$ cat config.mk
export PLATFORM = sky130hd
export DESIGN_NAME = stage_sequencer
export DESIGN_NICKNAME = d
export VERILOG_FILES = /design/src/rtl/stage_sequencer.sv
export SDC_FILE = /design/constraint.sdc
export NUM_CORES = 1
export LEC_CHECK = 0
export ABC_AREA = 1
export CAP_MARGIN = 30
export CORE_AREA = 2 2 39 41
export DETAILED_ROUTE_END_ITERATION = 6
export DIE_AREA = 0 0 41 43
export PLACE_DENSITY = 0.69
export SKIP_CTS_REPAIR_TIMING = 1
export SLEW_MARGIN = 30
export SYNTH_ARGS = -nofsm -noshare
export SYNTH_HDL_FRONTEND = slang
export SYNTH_SLANG_ARGS = --single-unit
$ cat constraint.sdc
create_clock -name clk -period 1.2 [get_ports clk]
set_input_delay 0.24 -clock clk [delete_from_list [all_inputs] [get_ports clk]]
set_output_delay 0.24 -clock clk [all_outputs]
set_load 0.01 [all_outputs]
$ cat src/rtl/stage_sequencer.sv
// ---------------------------------------------------------------------------------------------
// stage_sequencer
//
// Launches N_STAGES sub-unit engines one after another. A run starts from IDLE on `start`,
// latching `stage_en` as the skip mask. Each enabled stage gets a one-cycle pulse on
// start_out[i]. The sequencer then waits for done_in[i] and moves on to the next enabled
// stage in ascending index order. The run ends with a one-cycle pulse on exactly one of
// `done` (all enabled stages completed), `aborted` (abort seen) or `err` (watchdog expiry).
//
// Optional feature: define SEQ_WATCHDOG_EN to add a per-stage watchdog counter. Without it,
// `err` is tied low and a stage may wait forever.
//
// Parameters
//   N_STAGES     number of chained stages, 1..16
//   TIMEOUT_CYC  watchdog limit in clk cycles per stage, 1..2**TIMEOUT_W-1
//   TIMEOUT_W    width of the watchdog counter
//   IDX_W        (derived) width of the stage index
//
// Ports
//   clk        in   clock, all logic on posedge
//   reset      in   synchronous, active-high reset
//   start      in   request a run; sampled only in IDLE
//   stage_en   in   per-run skip mask, bit i = 1 runs stage i; latched with start
//   abort      in   terminate the current run (ignored in IDLE, but blocks a start there)
//   done_in    in   per-stage completion, level or pulse; only the current stage's bit counts
//   start_out  out  one-cycle launch pulse per stage
//   busy       out  high from the cycle after an accepted start until the run ends
//   cur_stage  out  index of the stage being waited on (0 in IDLE)
//   done       out  one-cycle pulse: all enabled stages completed
//   aborted    out  one-cycle pulse: run ended by abort
//   err        out  one-cycle pulse: watchdog expiry
// ---------------------------------------------------------------------------------------------

module stage_sequencer #(
    parameter int unsigned N_STAGES    = 3,
    parameter int unsigned TIMEOUT_CYC = 200,
    parameter int unsigned TIMEOUT_W   = 8,
    localparam int unsigned IDX_W      = (N_STAGES > 1) ? $clog2(N_STAGES) : 1
) (
    input  logic                clk,
    input  logic                reset,
    input  logic                start,
    input  logic [N_STAGES-1:0] stage_en,
    input  logic                abort,
    input  logic [N_STAGES-1:0] done_in,
    output logic [N_STAGES-1:0] start_out,
    output logic                busy,
    output logic [IDX_W-1:0]    cur_stage,
    output logic                done,
    output logic                aborted,
    output logic                err
);

    // Elaboration-time parameter sanity checks.
    if (N_STAGES < 1 || N_STAGES > 16) begin : gen_bad_n_stages
        $error("stage_sequencer: N_STAGES must be in 1..16");
    end
    if (TIMEOUT_CYC < 1 || TIMEOUT_CYC >= (1 << TIMEOUT_W)) begin : gen_bad_timeout
        $error("stage_sequencer: TIMEOUT_CYC must be in 1..2**TIMEOUT_W-1");
    end

    typedef enum logic [0:0] {
        StIdle,
        StWait
    } state_e;

    state_e                state_q, state_d;
    logic [N_STAGES-1:0]   mask_q, mask_d;
    logic [IDX_W-1:0]      cur_q, cur_d;
    logic                  busy_q, busy_d;
    logic [N_STAGES-1:0]   start_out_q, start_out_d;
    logic                  done_q, done_d;
    logic                  aborted_q, aborted_d;

`ifdef SEQ_WATCHDOG_EN
    logic [TIMEOUT_W-1:0]  wd_q, wd_d;
    logic                  err_q, err_d;
`endif

    // Stage lookup helpers.
    logic [IDX_W-1:0]      first_idx;   // lowest set bit of the incoming stage_en
    logic [IDX_W-1:0]      next_idx;    // lowest enabled stage above the current one
    logic                  next_found;
    logic                  cur_done;

    always_comb begin
        first_idx = '0;
        for (int i = int'(N_STAGES) - 1; i >= 0; i--) begin
            if (stage_en[i]) begin
                first_idx = IDX_W'(i);
            end
        end

        next_idx   = '0;
        next_found = 1'b0;
        for (int i = int'(N_STAGES) - 1; i >= 0; i--) begin
            if (mask_q[i] && (i > int'(cur_q))) begin
                next_idx   = IDX_W'(i);
                next_found = 1'b1;
            end
        end
    end

    assign cur_done = done_in[cur_q];

    // Next-state and registered-output logic.
    always_comb begin
        state_d     = state_q;
        mask_d      = mask_q;
        cur_d       = cur_q;
        busy_d      = busy_q;
        start_out_d = '0;
        done_d      = 1'b0;
        aborted_d   = 1'b0;
`ifdef SEQ_WATCHDOG_EN
        err_d       = 1'b0;
        wd_d        = wd_q;
`endif

        unique case (state_q)
            StIdle: begin
                busy_d = 1'b0;
                cur_d  = '0;
                // An abort in IDLE does nothing by itself but suppresses a coincident start.
                if (start && !abort) begin
                    mask_d = stage_en;
                    if (stage_en == '0) begin
                        // Empty run: report completion at once without ever going busy.
                        done_d = 1'b1;
                    end else begin
                        start_out_d = N_STAGES'(1) << first_idx;
                        cur_d       = first_idx;
                        busy_d      = 1'b1;
                        state_d     = StWait;
`ifdef SEQ_WATCHDOG_EN
                        wd_d        = '0;
`endif
                    end
                end
            end

            StWait: begin
                // Priority: abort, then completion of the current stage, then watchdog.
                if (abort) begin
                    aborted_d = 1'b1;
                    busy_d    = 1'b0;
                    cur_d     = '0;
                    state_d   = StIdle;
                end else if (cur_done) begin
                    if (next_found) begin
                        start_out_d = N_STAGES'(1) << next_idx;
                        cur_d       = next_idx;
`ifdef SEQ_WATCHDOG_EN
                        wd_d        = '0;
`endif
                    end else begin
                        done_d  = 1'b1;
                        busy_d  = 1'b0;
                        cur_d   = '0;
                        state_d = StIdle;
                    end
                end
`ifdef SEQ_WATCHDOG_EN
                // wd_q counts completed waiting cycles of this stage; this cycle is the
                // TIMEOUT_CYC-th one, so err appears TIMEOUT_CYC cycles after the launch.
                else if (wd_q == TIMEOUT_W'(TIMEOUT_CYC - 1)) begin
                    err_d   = 1'b1;
                    busy_d  = 1'b0;
                    cur_d   = '0;
                    state_d = StIdle;
                end else begin
                    wd_d = wd_q + 1'b1;
                end
`endif
            end

            default: begin
                state_d = StIdle;
            end
        endcase
    end

    always_ff @(posedge clk) begin
        if (reset) begin
            state_q     <= StIdle;
            mask_q      <= '0;
            cur_q       <= '0;
            busy_q      <= 1'b0;
            start_out_q <= '0;
            done_q      <= 1'b0;
            aborted_q   <= 1'b0;
        end else begin
            state_q     <= state_d;
            mask_q      <= mask_d;
            cur_q       <= cur_d;
            busy_q      <= busy_d;
            start_out_q <= start_out_d;
            done_q      <= done_d;
            aborted_q   <= aborted_d;
        end
    end

`ifdef SEQ_WATCHDOG_EN
    always_ff @(posedge clk) begin
        if (reset) begin
            wd_q  <= '0;
            err_q <= 1'b0;
        end else begin
            wd_q  <= wd_d;
            err_q <= err_d;
        end
    end

    assign err = err_q;
`else
    assign err = 1'b0;
`endif

    assign start_out = start_out_q;
    assign busy      = busy_q;
    assign cur_stage = cur_q;
    assign done      = done_q;
    assign aborted   = aborted_q;

`ifndef SYNTHESIS
    // Output invariants: single launch pulse, single termination pulse.
    always_ff @(posedge clk) begin
        if (!reset) begin
            assert ($onehot0(start_out_q))
                else $error("stage_sequencer: more than one start_out bit high");
            assert ($onehot0({done_q, aborted_q, err}))
                else $error("stage_sequencer: done/aborted/err overlap");
        end
    end
`endif

endmodule

**Cell placement**

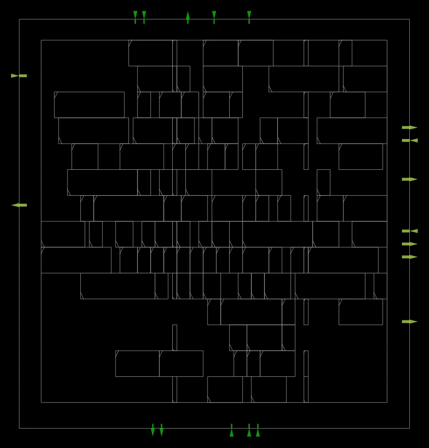
# rows: 14
flop share of the area: 27.61%
fin cells: 115
core area: 0.001384 sq mm
Util after Layout: 57.96%

**Nets reached from selected ports**

Scale: 8 px per um.
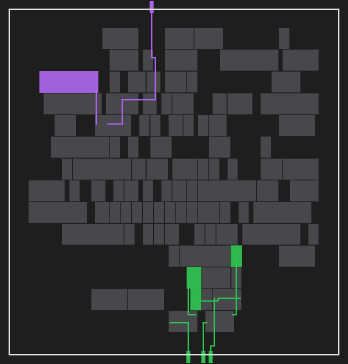
colour	port	direction	end cells	wire
purple	aborted	output	1	24.9 um
green	done_in	input	3	36.5 um
Ports: 19
IO buf count: 17

**Cell density map**

Scale: 8 px per um. The die is cut into 8 by 9 equal tiles; dark blue is low, red is high, 0 to 100% covered.
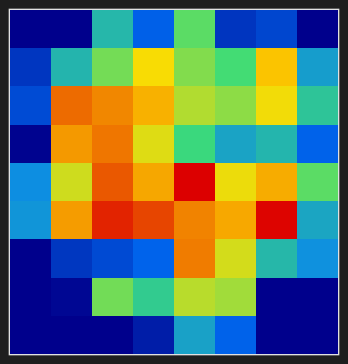
emptiest ninth of the die	lower left
tiles over 75% full	24%
fullest tile	100%
mean over tiles	44%
nearly empty tiles	19%
Floorplan Utilization: 38.34%

-- critical path: stages --
cell	delay, ns
clkdlybuf4s50_1	0.46
inv_1	0.04
nand2_1	0.07
nand3_2	0.09
nand3_4	0.12
clkinv_1	0.09
nor2_1	0.11
nor2_1	0.05
-- cell usage in the layout, fill, tap and decap left out, drive strengths merged --
cell           count
nand2             19
inv               12
dfxtp             11
nor2              11
dlymetal6s2s       9
clkdlybuf4s50      8
nand3              6
buf                5
a21oi              4
clkbuf             4
o21ai              3
nand3b             2
nor3               2
or2                1
clkinv             1
conb               1
-- sequential cells by signal, indices dropped and copies added (netlist names) --
name	cells
start_out	3
cur_stage	2
mask_q	2
aborted	1
busy	1
done	1
state_q	1
-- logic make-up after synthesis --
kind of cell	Yosys count
flops	11
simple gates	41
buf+inv	15
other cells	1
compound gates	7
==> flow_summary.json <==
{
  "status": "completed",
  "drtPass1Iterations": 4,
  "reg2regPathDepth": 6,
  "die_w_um": 41,
  "root_buffer": "clkbuf_4",
  "hp-class": "in -> reg",
  "signal_buffers": 22,
  "tool_warnings": 26,
  "most_common_cell": "nand2_1",
  "top_area_share_pct": 41.51,
  "p_comb_share_pct": 16.7,
  "worst_skew_pair.late_latency_ns": 0.26,
  "drv_cap": 0,
  "rrSetupSlack_ns": 0.12,
  "die_y_um": 43,
  "fin_crit_sh_pct": 91.23,
  "powerClk_w": 0.000242,
  "n_antenna_cell": 0,
  "p_sw_w": 0.0001806,
  "clockBufferDepth": 2,
  "async_flop_share_pct": 0,
  "use_met1_pct": 18.30,
  "drc": 0,
  "netlist_instances": 75,
  "use_met3_pct": 9.424,
  "synth_seq_share_pct": 41.51,
  "yosys.area_share.xor_xnor_pct": 0,
  "seq_power_share_pct": 51.1,
  "sh_comb_area_pct": 31.83,
  "ys_sh_mux_pct": 0,
  "ys_cells": 75,
  "top_cells_by_count": "nand2_1, dfxtp_1, inv_1, nor2_1, nand3_1",
  "simple_gate_share_pct": 38.44,
  "inv_count": 13,
  "synth.area.top_cells": "dfxtp_1, nand2_1, inv_1, nor2_1, nand3_1",
  "drv_slew": 0,
  "finalWirelength_um": 1071,
  "clkbuf_count": 4,
  "peakVddDrop_v": 0.0006813,
  "grt_use_met2_pct": 20.31,
  "worst_slack_ns": 0.1052,
  "synth_nets": 85,
  "place.gp.congestion": 0.8876,
  "fin_skew_ns": 0.003639,
  "p_clk_share_pct": 32.2,
  "track_usage_pct": 14.93,
  "edf_count": 0,
  "aoi_share_pct": 8.019,
  "holdPathEnd": "aborted",
  "drive_gt1_share_pct": 19.19,
  "n_fill_cell": 132,
  "hold_start": "abort",
  "gr-total-overflow": 0,
  "final-comb-area_sq_um": 255.2,
  "numCtsBuffers": 3,
  "path_max_fanout": 7,
  "wl_met1_um": 469,
  "taps": 16,
  "largestClassByArea": "logic gates",
  "cts_tree": "built",
  "power.group.top": "sequential cells",
  "place_ws_ns": -0.2311,
  "fin_hold_ws_ns": 0.2959,
  "drt-initial-drc-count": 17,
  "via_per_inst": 4.539,
  "critPathKind": "in -> reg",
  "cp.required_ns": 1.36,
  "clock_cell_area_share_pct": 3.276,
  "seq_power_w": 0.000385
}
